$ cat src/rtl/simon_key_sched_stream_if.sv
// Round-key stream bundle between the Simon key expander and its consumer.
// Latency: none (wires only).
// Backpressure: rk_ready from the consumer holds the current round key in place.
interface simon_key_sched_stream_if #(
    parameter int N = 16,
    parameter int T = 32
);
    localparam int IW = $clog2(T);

    logic            start;
    logic [4*N-1:0]  key_in;
    logic            rk_valid;
    logic            rk_ready;
    logic [N-1:0]    rk;
    logic [IW-1:0]   rk_idx;
    logic            busy;
    logic            done;

    // Key expander side: sources the round-key stream.
    modport master (
        input  start, key_in, rk_ready,
        output rk_valid, rk, rk_idx, busy, done
    );

    // Consumer / controller side.
    modport slave (
        output start, key_in, rk_ready,
        input  rk_valid, rk, rk_idx, busy, done
    );
endinterface

$ cat src/rtl/simon_key_sched_stream.sv
// Simon key expander: latches an M-word master key, streams round keys k[0..T-1].
// Latency: first key valid the edge after start, then one key per clock while accepted.
// Backpressure: rk/rk_idx/rk_valid hold while rk_ready is low; no comb path ready->valid.
module simon_key_sched_stream #(
    parameter int N    = 16,
    parameter int M    = 4,
    parameter int T    = 32,
    parameter int ZSEL = 0
) (
    input  logic clk,
    input  logic rst,
    simon_key_sched_stream_if.master bus
);
    localparam int IW = $clog2(T);
    localparam logic [IW-1:0] IDX_LAST = IW'(T - 1);

    if (!(N == 16 || N == 24 || N == 32 || N == 48 || N == 64)) begin : g_bad_n
        $error("simon_key_sched_stream: illegal word size N=%0d", N);
    end
    if (!(M == 2 || M == 3 || M == 4)) begin : g_bad_m
        $error("simon_key_sched_stream: illegal key word count M=%0d", M);
    end
    if (!(T > M && T <= 72)) begin : g_bad_t
        $error("simon_key_sched_stream: illegal round count T=%0d", T);
    end
    if (ZSEL < 0 || ZSEL > 4) begin : g_bad_z
        $error("simon_key_sched_stream: illegal z-sequence select ZSEL=%0d", ZSEL);
    end

    // z sequences written first element leftmost, so element i lives at bit 61-i.
    function automatic logic [61:0] z_seq(input int sel);
        case (sel)
            0:       return 62'b11111010001001010110000111001101111101000100101011000011100110;
            1:       return 62'b10001110111110010011000010110101000111011111001001100001011010;
            2:       return 62'b10101111011100000011010010011000101000010001111110010110110011;
            3:       return 62'b11011011101011000110010111100000010010001010011100110100001111;
            4:       return 62'b11010001111001101011011000100000010111000011001010010011101111;
            default: return '0;
        endcase
    endfunction

    localparam logic [61:0] Z_SEQ = z_seq(ZSEL);

    typedef enum logic {IDLE, RUN} state_t;

    state_t        state, state_nxt;
    logic [N-1:0]  w [M];
    logic [IW-1:0] rk_idx_q;
    logic          done_q;
    logic          load, shift, fin;
    logic [N-1:0]  tmp, new_w;
    logic [6:0]    zi;
    logic [5:0]    zpos;
    logic          unused_key;

    // Only the top M*N key bits form the key; the rest are deliberately ignored.
    assign unused_key = ^bus.key_in;

    // State register.
    always_ff @(posedge clk) begin
        if (rst) state <= IDLE;
        else     state <= state_nxt;
    end

    // Next state and window control: load on accepted start, shift on each non-final handshake.
    always_comb begin
        state_nxt = state;
        load      = 1'b0;
        shift     = 1'b0;
        fin       = 1'b0;
        case (state)
            IDLE: begin
                if (bus.start) begin
                    state_nxt = RUN;
                    load      = 1'b1;
                end
            end
            RUN: begin
                if (bus.rk_ready) begin
                    if (rk_idx_q == IDX_LAST) begin
                        state_nxt = IDLE;
                        fin       = 1'b1;
                    end else begin
                        shift = 1'b1;
                    end
                end
            end
            default: state_nxt = IDLE;
        endcase
    end

    // Next key word k[i+M] from the window holding k[i..i+M-1], i = rk_idx_q.
    always_comb begin
        tmp = {w[M-1][2:0], w[M-1][N-1:3]};
        if (M == 4) tmp = tmp ^ w[1];
        tmp = tmp ^ {tmp[0], tmp[N-1:1]};
        zi  = 7'(rk_idx_q);
        if (zi >= 7'd62) zpos = 6'(7'd123 - zi);
        else             zpos = 6'(7'd61 - zi);
        new_w = ~w[0] ^ tmp ^ N'(3) ^ N'(Z_SEQ[zpos]);
    end

    // Key window, round index and done pulse.
    always_ff @(posedge clk) begin
        if (rst) begin
            rk_idx_q <= '0;
            done_q   <= 1'b0;
            for (int j = 0; j < M; j++) w[j] <= '0;
        end else begin
            done_q <= fin;
            if (load) begin
                rk_idx_q <= '0;
                for (int j = 0; j < M; j++) w[j] <= bus.key_in[(4*N-1)-j*N -: N];
            end else if (shift) begin
                rk_idx_q <= rk_idx_q + IW'(1);
                for (int j = 0; j < M - 1; j++) w[j] <= w[j+1];
                w[M-1] <= new_w;
            end
        end
    end

    assign bus.rk       = w[0];
    assign bus.rk_idx   = rk_idx_q;
    assign bus.rk_valid = (state == RUN);
    assign bus.busy     = (state == RUN);
    assign bus.done     = done_q;
endmodule

$ cat src/flat_wrapper.sv
// flat-port wrapper written by rule: the top's interface ports become plain ports
module simon_key_sched_stream_flat 
#(
    parameter int N    = 16,
    parameter int M    = 4,
    parameter int T    = 32,
    parameter int ZSEL = 0
)
  (clk, rst, bus_start, bus_key_in, bus_rk_ready, bus_rk_valid, bus_rk, bus_rk_idx, bus_busy, bus_done);
  simon_key_sched_stream_if #(.N(N), .T(T)) bus_i ();
  input  logic clk;
  input  logic rst;
  input wire logic [$bits(bus_i.start)-1:0] bus_start;
  input wire logic [$bits(bus_i.key_in)-1:0] bus_key_in;
  input wire logic [$bits(bus_i.rk_ready)-1:0] bus_rk_ready;
  output wire logic [$bits(bus_i.rk_valid)-1:0] bus_rk_valid;
  output wire logic [$bits(bus_i.rk)-1:0] bus_rk;
  output wire logic [$bits(bus_i.rk_idx)-1:0] bus_rk_idx;
  output wire logic [$bits(bus_i.busy)-1:0] bus_busy;
  output wire logic [$bits(bus_i.done)-1:0] bus_done;
  assign bus_i.start = bus_start;
  assign bus_i.key_in = bus_key_in;
  assign bus_i.rk_ready = bus_rk_ready;
  assign bus_rk_valid = bus_i.rk_valid;
  assign bus_rk = bus_i.rk;
  assign bus_rk_idx = bus_i.rk_idx;
  assign bus_busy = bus_i.busy;
  assign bus_done = bus_i.done;
  simon_key_sched_stream #(.N(N), .M(M), .T(T), .ZSEL(ZSEL)) u_core (.clk(clk), .rst(rst), .bus(bus_i));
endmodule
$ cat config.mk
export PLATFORM = sky130hd
export DESIGN_NAME = simon_key_sched_stream_flat
export DESIGN_NICKNAME = d
export VERILOG_FILES = /design/src/rtl/simon_key_sched_stream_if.sv /design/src/rtl/simon_key_sched_stream.sv /design/src/flat_wrapper.sv
export SDC_FILE = /design/constraint.sdc
export NUM_CORES = 1
export LEC_CHECK = 0
export ABC_AREA = 1
export CAP_MARGIN = 20
export CORE_MARGIN = 2
export CORE_UTILIZATION = 45
export CTS_CLUSTER_DIAMETER = 80
export DETAILED_ROUTE_END_ITERATION = 8
export PLACE_DENSITY = 0.71
export RECOVER_POWER = 25
export SYNTH_ARGS = -nofsm -noshare
export SYNTH_HDL_FRONTEND = slang
export SYNTH_SLANG_ARGS = --single-unit
$ cat constraint.sdc
create_clock -name clk -period 6.9 [get_ports clk]
set_clock_uncertainty 0.05 [all_clocks]
set_input_delay 1.035 -clock clk [delete_from_list [all_inputs] [get_ports clk]]
set_output_delay 1.035 -clock clk [all_outputs]
set_load 0.01 [all_outputs]
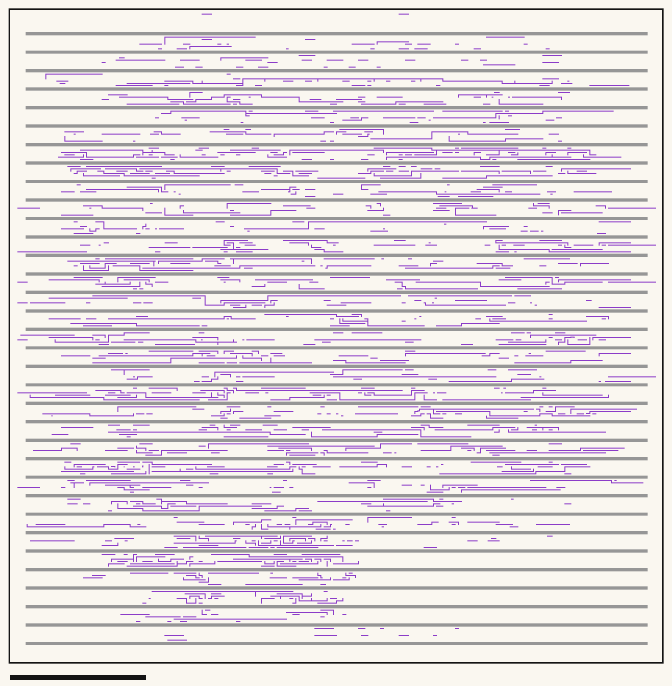
Fig. 1. M1 wires (run 1).
Scale bar: 20 µm. Supply wires on this layer in grey.
The layer holds 44% of the routed length. The longest straight run is 29.4 µm. The wires run mostly horizontal. 512 nets have wire on it.

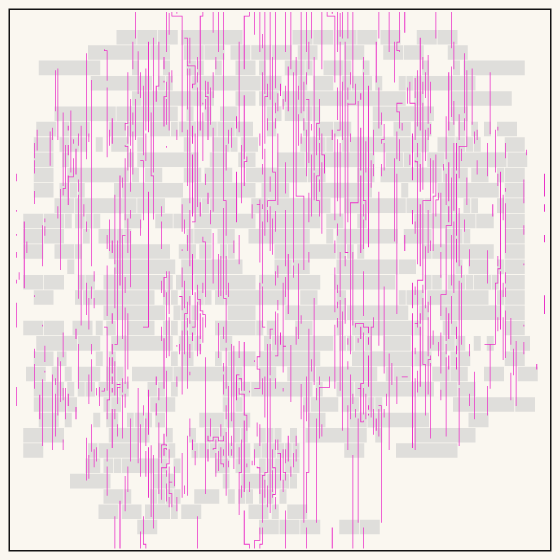
Fig. 2. Signal wires on met2 (run 1).
Cells faint in the background.
The layer carries 4430 µm of wire. The longest straight run is 37.4 µm.

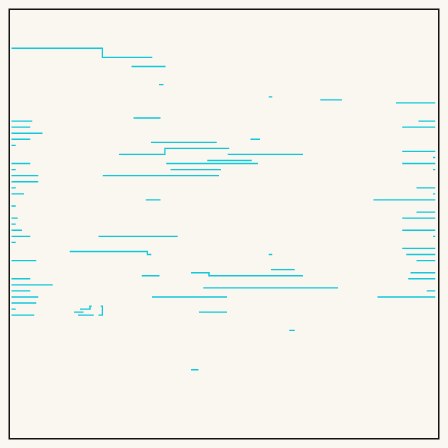
Fig. 3. Metal 3 (run 1).
The longest straight run is 29.9 µm. 67 nets have wire on it. The layer holds 5.7% of the routed length. The wires run mostly horizontal.

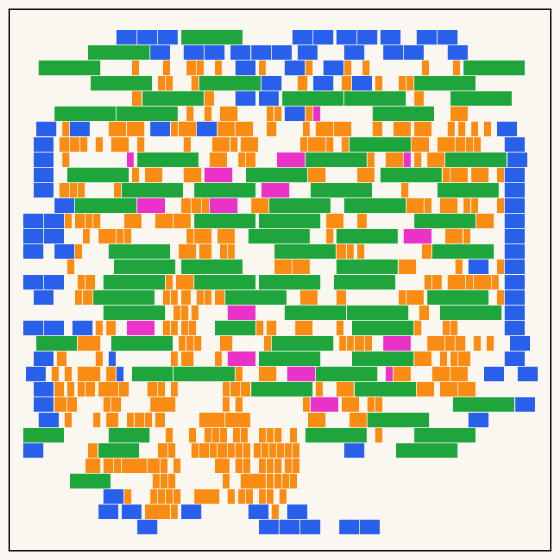
Fig. 4. Placement by cell class (run 1).
Orange marks remaining logic cells, cells 312. Blue marks remaining buffers and delay cells, cells 93. Green marks sequential cells, cells 71. Magenta marks clock drivers and dummy loads, cells 16.
# rows: 33
Seq/total area: 0.4177
Final Core Density: 0.6007
fin area: 0.004936 mm²

==> impl_metrics.csv, run 1 <==
group,metric,value,unit
synthesis,syn_nets,472,
critical_path,endpoint_kind,"flop",
clock_tree,post_cts_buffers,0,
power_and_ir_drop,p_comb,0.222,mW
routing,met1_length,3.994,mm
clock_tree,clockRootBuffer,"clkbuf_8",
grt,globalRouteMet1Util,0.2532,
grt,use_met2,0.3386,
power_and_ir_drop,pg_seq,0.546,mW
routing,drc_errors,0,
synthesis,synthCells,397,
critical_path,required,7.03,ns
power_and_ir_drop,p_sw,0.2861,mW
timing,finalSetupViolCount,0,
cells_and_area,largest_reg_flops,64,
power_and_ir_drop,p_leak,2.045,nW
cells_and_area,n_all_buffers,93,
cells_and_area,area_growth,29.68,%
timing,slew_headroom,-0.7509,
grt,grt.overflow.total,0,
grt,grt_pass1_wl,13.58,mm
clock_tree,ctsHoldBuffers,0,
cells_and_area,comb_share,0.2958,
timing,fin_ws,2.972,ns
synthesis,synth.cells.most_frequent,"nand2_1, edfxtp_1, inv_1",
cells_and_area,fillers,704,
power_and_ir_drop,clkPwrFrac,0.288,
clock_tree,cts.sinks,71,
hold_path,hp-class,"flop to flop",
synthesis,edf_count,64,
floorplan,die_w,95.97,µm
synthesis,post-synth-top-count-cell,"nand2_1",
power_and_ir_drop,peakVddDrop,0.1259,mV
synthesis,top_area_frac,0.5049,
routing,ant_nets,0,
hold_path,min_to,"u_core.bus.done",
synthesis,synthTopLogicFamily,"simple AND/OR/NAND/NOR gates",
critical_path,reg2reg_depth,8,
run_status,violations,"max-capacitance violations, max-slew violations",
grt,grt_util_met3,0.05482,
routing,dr.first_iter.drc_count,168,
synthesis,synth-warning-count,0,
critical_path,path_cells,"clkdlybuf4s50_1 > nor2_4 > clkbuf_1 > nand2_1 > nand2_1",
cells_and_area,top_register,"u_core.w",
critical_path,path_buffers,2,
timing,drv_slew,98,
critical_path,path_depth,5,
clock_tree,clock_path_buffers,2,
power_and_ir_drop,clk-power,0.310,mW
cells_and_area,final_cell_mix,"nand2_1, clkdlybuf4s50_1, edfxtp_1",
clock_tree,clk_pin_slew,0.07,ns
synthesis,simple_gate_share,0.1719,
timing,whs,0.4563,ns
routing,drt-vias-per-instance,4.980,
power_and_ir_drop,p_seq_frac,0.506,
cells_and_area,combGateArea,0.001460,mm²
run_status,status,"finished with violations",
synthesis,ys_seq_share,0.5417,
run,maxCapViolCount,2,
place,dp_hpwl,6.380,mm
floorplan,floorplan.core_util,0.4632,
--- run 2 (diff from run 1) ---
==> constraint.sdc (replaced) <==
create_clock -name clk -period 4 [get_ports clk]
set_clock_uncertainty 0.05 [all_clocks]
set_input_delay 0.6 -clock clk [delete_from_list [all_inputs] [get_ports clk]]
set_output_delay 0.6 -clock clk [all_outputs]
set_load 0.01 [all_outputs]
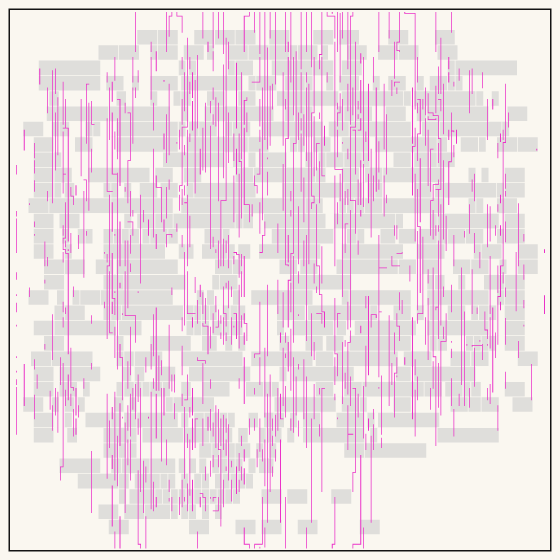
Fig. 5. Signal wires on met2 (run 2).
Cells faint in the background.
The longest straight run is 34.8 µm. The layer carries 4280 µm of wire. The layer holds 48% of the routed length. The wires run mostly vertical.
Post-Route WL: 8.950 mm
GR Util met2: 0.3368

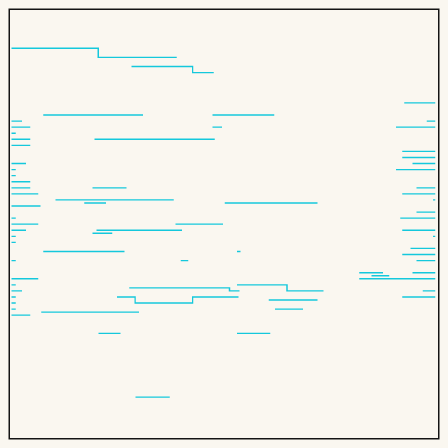
Fig. 6. Metal 3 (run 2).
The layer carries 562 µm of wire. The layer holds 6.3% of the routed length. The wires run mostly horizontal.
grt met3 use: 0.05482
via count: 3000

==> run 2 against run 1 <==
Effect of this change:
- combinational power is 74% higher
- die size unchanged
- critical path type unchanged
- first-iteration DRC count is 17% lower
- area after synthesis unchanged
- sequential share of layout area shrank 0.19 points
- highest routed layer unchanged
- the run still ends with max-capacitance violations, max-slew violations left
- flip-flop count unchanged
- largest power group unchanged
==> impl_metrics.csv, run 2 <==
group,metric,value,unit
run_status,status,"finished with violations",
run_status,violations,"max-capacitance violations, max-slew violations",
floorplan,die-area,0.009209,mm²
hold_path,min_to,"u_core.bus.done",
cells_and_area,top_register,"u_core.w",
power_and_ir_drop,pg_seq,0.940,mW
hold_path,hold_depth,2,
power_and_ir_drop,peakVddDrop,0.2600,mV
timing,timing.final.crit_share,0.7787,
timing,finalSetupViolCount,0,
cells_and_area,combGateArea,0.001450,mm²
routing,top_layer,"met4",
routing,drc_errors,0,
place,postPlaceCellArea,0.004807,mm²
place,portBuffers,91,
synthesis,ys.flop_type,"edfxtp_1",
cells_and_area,buffer_area_frac,0.1933,
critical_path,crit_path_max_incr_delay,1.49,ns
grt,grt_antenna_before_repair,0,
floorplan,core_area,0.008217,mm²
power_and_ir_drop,p_comb,0.386,mW
synthesis,yosysCellCount,397,
power_and_ir_drop,top_power_group,"sequential cells",
power_and_ir_drop,clk-power,0.506,mW
power_and_ir_drop,p_sw_frac,0.2822,
synthesis,synthCells,397,
clock_tree,ctsHoldBuffers,0,
critical_path,path_depth,5,
critical_path,reg2reg_depth,9,
cells_and_area,comb_share,0.2925,
power_and_ir_drop,clkPwrFrac,0.276,
grt,grt_max_degree,36,
synthesis,syn_nets,472,
synthesis,ys_seq_share,0.5417,
synthesis,synth-warning-count,0,
cells_and_area,n_all_buffers,94,
run,maxCapViolCount,1,
routing,drt-vias-per-instance,5.017,
cells_and_area,drive_gt1_frac,0.04665,
timing,drv_slew,30,
place,gp_congestion,0.7940,
place,dp_hpwl,6.476,mm
cells_and_area,largest_reg_flops,64,
timing,period_needed,3.115,ns
clock_tree,cts_made_buffers,9,
cells_and_area,clkCellAreaFrac,0.03482,
floorplan,pin_count,92,
timing,hold_viol,0,
timing,fmax,321.0,MHz
routing,routed-wl-met2,4.284,mm
critical_path,endpoint_kind,"flop",
timing,slew_headroom,-0.3168,
cells_and_area,final_common_cell,"nand2_1",
routing,ant_nets,0,
timing,rsz0062_at_grt,"false",
critical_path,worstSetupStartpointType,"input port",
synthesis,synth_area_per_cell,9.587,µm²
cells_and_area,regArea,0.002062,mm²
clock_tree,cts_tree,"built",
floorplan,rows,33,
clock_tree,clockRootBuffer,"clkbuf_8",
synthesis,syn_area,0.003806,mm²
synthesis,simple_gate_share,0.1719,
power_and_ir_drop,p_seq_frac,0.513,
synthesis,ys_sh_xor,0.09435,
grt,grt_pass1_wl,13.90,mm
critical_path,r2r_start,"u_core.bus.rk_idx[1]",
floorplan,die_w,95.97,µm
critical_path,crit_slowest_cell,"nor2_1",
cells_and_area,final_nets,563,
synthesis,yosys.area.top_type,"edfxtp_1",
timing,worst_pin_slew,1.968,ns
power_and_ir_drop,p_leak,2.057,nW
timing,fin_ws,0.8851,ns
clock_tree,ctsResizeCount,0,
routing,met1_length,4.007,mm
hold_path,hp-class,"flop to flop",
synthesis,synth.distinct_cells,30,
cells_and_area,area_growth,30.28,%
routing,dr.first_iter.drc_count,140,
clock_tree,clk_pin_slew,0.08,ns
critical_path,regToRegSetupSlack,1.14,ns
power_and_ir_drop,p_sw,0.5168,mW
floorplan,nWellTaps,105,
grt,grt.overflow.total,0,
hold_path,hold_path.startpoint,"u_core.bus.busy",
critical_path,path_cells,"dlygate4sd3_1 > nand2_1 > nor2_1 > buf_12 > a22o_1",
power_and_ir_drop,pwr-share-comb,0.210,
clock_tree,cts.sinks,71,
cells_and_area,seq_share,0.4158,
critical_path,path_delay_family,"simple AND/OR/NAND/NOR gates",
floorplan,floorplan.core_util,0.4632,
grt,grt_pass1_vias,2894,
run,tool_warnings,30,
power_and_ir_drop,total_power,1.831,mW
synthesis,post-synth-top-count-cell,"nand2_1",
critical_path,path_buffers,2,
critical_path,required,4.16,ns
critical_path,arrival,3.27,ns
cells_and_area,final_cell_mix,"nand2_1, clkdlybuf4s50_1, edfxtp_1",
cells_and_area,design_area,0.004959,mm²
synthesis,top_area_frac,0.5049,
synthesis,synth.cells.most_frequent,"nand2_1, edfxtp_1, inv_1",
power_and_ir_drop,power.density,369.3,mW/mm²
synthesis,ys_sh_mux,0,
synthesis,edf_count,64,
synthesis,synthTopLogicFamily,"simple AND/OR/NAND/NOR gates",
timing,whs,0.4434,ns
clock_tree,post_cts_buffers,0,
synthesis,async_flop_share,0,
clock_tree,clock_path_buffers,2,
cells_and_area,fillers,702,
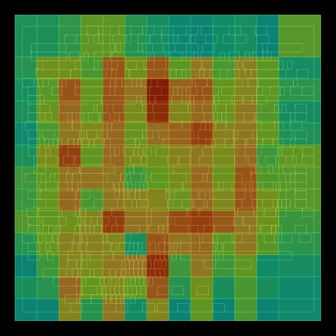
Fig. 7. Congestion heat map (run 2).
Final Core Density: 0.6035
met1 Use GR: 0.2729
busiest layer in global routing: met2
total track usage: 0.2064
DR WL/cell: 14.97 µm

--- run 3 (diff from run 2) ---
--- a/config.mk
+++ b/config.mk
@@ -11,7 +11,7 @@
 export CORE_UTILIZATION = 45
 export CTS_CLUSTER_DIAMETER = 80
 export DETAILED_ROUTE_END_ITERATION = 8
-export PLACE_DENSITY = 0.71
+export PLACE_DENSITY = 0.74
 export RECOVER_POWER = 25
 export SYNTH_ARGS = -nofsm -noshare
 export SYNTH_HDL_FRONTEND = slang
==> constraint.sdc (replaced) <==
create_clock -name clk -period 2.6 [get_ports clk]
set_clock_uncertainty 0.05 [all_clocks]
set_input_delay 0.39 -clock clk [delete_from_list [all_inputs] [get_ports clk]]
set_output_delay 0.39 -clock clk [all_outputs]
set_load 0.01 [all_outputs]
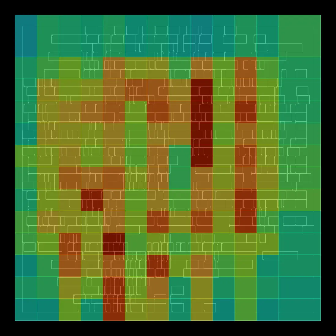
Fig. 8. Congestion heat map (run 3).
DR WL/cell: 14.87 µm
met1 Use GR: 0.2674
grt met3 use: 0.05247
Final Core Density: 0.6067
total track usage: 0.2010

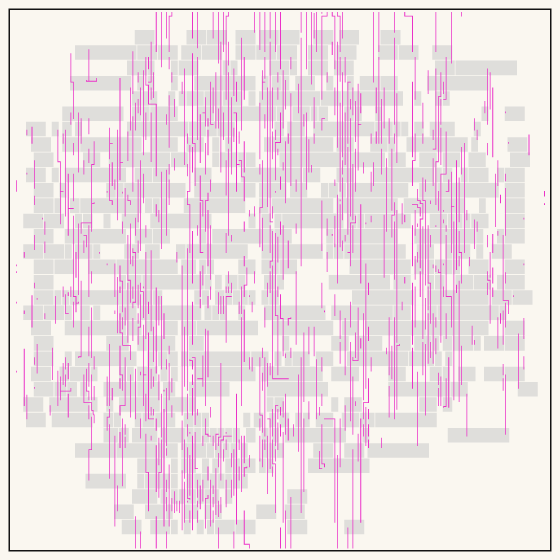
Fig. 9. Signal wires on met2 (run 3).
Cells faint in the background.
460 nets have wire on it. The layer carries 4220 µm of wire. The wires run mostly vertical.

==> run 3 against run 2 <==
Effect of this change:
- the run now ends clean
- wire length decreased by 0.17%
- core utilization grew 0.32 points
- sequential power up 54%
- critical path type is now flop to flop
==> impl_metrics.csv, run 3 <==
group,metric,value,unit
power_and_ir_drop,pg_seq,1.45,mW
synthesis,simple_gate_share,0.1719,
synthesis,topCellsByArea,"edfxtp_1, nand2_1, xnor2_1",
clock_tree,ctsResizeCount,0,
power_and_ir_drop,p_sw_frac,0.2603,
synthesis,ys_sh_mux,0,
critical_path,crit_end,"u_core.w[3][3]",
timing,fin_ws,0.2628,ns
power_and_ir_drop,top_power_group,"sequential cells",
cells_and_area,drive_gt1_frac,0.05242,
power_and_ir_drop,internal_power,2.109,mW
timing,drv_slew,0,
synthesis,synth_area_per_cell,9.587,µm²
synthesis,synth.distinct_cells,30,
grt,grt.overflow.total,0,
synthesis,synthAdderAreaFrac,0.02301,
clock_tree,clkLatencyLatePin,0.33,ns
cells_and_area,regArea,0.002062,mm²
timing,slew_headroom,0.6546,
critical_path,crit_slowest_cell,"clkbuf_4",
timing,finalSetupViolCount,0,
cells_and_area,largest_class,"registers",
synthesis,ys.flop_type,"edfxtp_1",
cells_and_area,top_register,"u_core.w",
clock_tree,clockRootBuffer,"clkbuf_8",
power_and_ir_drop,clk-power,0.806,mW
cells_and_area,n_all_inverters,49,
critical_path,path_buffers,3,
synthesis,syn_area,0.003806,mm²
grt,grt_pass1_wl,13.79,mm
power_and_ir_drop,pwr-share-comb,0.210,
floorplan,die_h,95.97,µm
critical_path,path_delay_family,"buffers and inverters",
floorplan,pin_count,92,
timing,fin_tns_setup,0,ns
critical_path,endpoint_kind,"flop",
critical_path,regToRegSetupSlack,0.26,ns
cells_and_area,buffer_area_frac,0.1940,
routing,routed-wl-met2,4.218,mm
place,dp_cells,587,
cells_and_area,clkbuf_count,12,
synthesis,ys_sh_xor,0.09435,
cells_and_area,n_antenna_cell,0,
synthesis,yosys.area.top_type,"edfxtp_1",
cells_and_area,largest_reg_flops,64,
hold_path,hold_path.startpoint,"u_core.bus.busy",
synthesis,synthTopLogicFamily,"simple AND/OR/NAND/NOR gates",
place,gp_congestion,0.8445,
place,postPlaceCellArea,0.004837,mm²
grt,grt_pass1_vias,2857,
power_and_ir_drop,p_seq_frac,0.507,
routing,top_layer,"met4",
synthesis,synth.cells.most_frequent,"nand2_1, edfxtp_1, inv_1",
timing,worst_pin_slew,0.5174,ns
run,tool_warnings,30,
floorplan,floorplan.core_util,0.4632,
clock_tree,clock_path_buffers,2,
critical_path,path_depth,8,
synthesis,yosysCellCount,397,
power_and_ir_drop,p_comb,0.599,mW
run,maxCapViolCount,0,
cells_and_area,seq_share,0.4137,
synthesis,edf_count,64,
hold_path,min_to,"u_core.bus.busy",
critical_path,reg2reg_to,"u_core.w[3][3]",
cells_and_area,seq_cells,71,
routing,dr.first_iter.drc_count,168,
cells_and_area,design_area,0.004985,mm²
cells_and_area,final_common_cell,"nand2_1",
synthesis,ys_seq_share,0.5417,
grt,grt_antenna_before_repair,0,
routing,drc_errors,0,
routing,wl_met3,593,µm
routing,drt-vias-per-instance,5.025,
critical_path,crit_fanout,32,
routing,met1_length,3.951,mm
power_and_ir_drop,power.density,572.0,mW/mm²
synthesis,synth-warning-count,0,
synthesis,top_area_frac,0.5049,
cells_and_area,area_growth,30.97,%
cells_and_area,clkCellAreaFrac,0.03389,
timing,rsz0062_at_grt,"false",
power_and_ir_drop,peakVddDrop,0.3243,mV
power_and_ir_drop,clkPwrFrac,0.283,
synthesis,async_flop_share,0,
synthesis,synthCells,397,
synthesis,ys_seq_elements,71,
critical_path,cp_common_cell,"ha_1",
synthesis,post-synth-top-count-cell,"nand2_1",
cells_and_area,final_cell_mix,"nand2_1, clkdlybuf4s50_1, edfxtp_1",
synthesis,synth_chip_area,0.003806,mm²
synthesis,compound_area_frac,0.09599,
critical_path,required,2.52,ns
hold_path,hp-class,"flop to flop",
routing,drt_pass1_iterations,4,
critical_path,arrival,2.26,ns
timing,period_needed,2.337,ns
floorplan,core_area,0.008217,mm²
grt,grt_max_degree,35,
run_status,status,"finished, final reports clean",
cells_and_area,comb_share,0.2952,
timing,whs,0.4606,ns
critical_path,startpoint,"u_core.bus.rk_idx[1]",
power_and_ir_drop,total_power,2.851,mW
critical_path,path_cells,"ha_1 > inv_1 > nor3_1 > ha_1 > nor3_4 > inv_2 > nand3_1 > clkbuf_4",
clock_tree,post_cts_buffers,0,
routing,ant_nets,0,
floorplan,nWellTaps,105,
timing,hold_viol,0,
place,portBuffers,91,
place,place_worst_setup_slack,0.2924,ns
critical_path,reg2reg_depth,8,
cells_and_area,instances_no_fill,601,
cells_and_area,nMultiInputCombCells,263,
cells_and_area,combGateArea,0.001471,mm²
grt,use_met2,0.3199,
critical_path,crit_type,"flop to flop",
cells_and_area,n_all_buffers,99,
clock_tree,cts_tree,"built",
cells_and_area,final_nets,568,
cells_and_area,fillers,695,
timing,fmax,427.9,MHz
clock_tree,cts_max_level,3,
place,dp_hpwl,6.590,mm
floorplan,die-area,0.009209,mm²
power_and_ir_drop,p_sw,0.7421,mW
floorplan,die_w,95.97,µm
clock_tree,cts.sinks,71,
critical_path,crit_path_max_incr_delay,0.45,ns
power_and_ir_drop,p_leak,2.075,nW
timing,timing.final.crit_share,0.8989,
clock_tree,cts_made_buffers,9,
clock_tree,clk_pin_slew,0.07,ns
critical_path,worstSetupStartpointType,"flop",
critical_path,r2r_start,"u_core.bus.rk_idx[1]",
clock_tree,ctsHoldBuffers,0,
floorplan,rows,33,
synthesis,syn_nets,472,
grt,grt_busiest_layer,"met2",
hold_path,hold_depth,2,
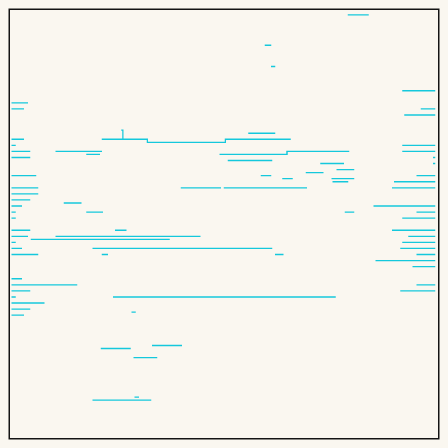
Fig. 10. Metal 3 (run 3).
Post-Route WL: 8.935 mm
via count: 3020

Power is estimated from default activity; no workload was simulated.
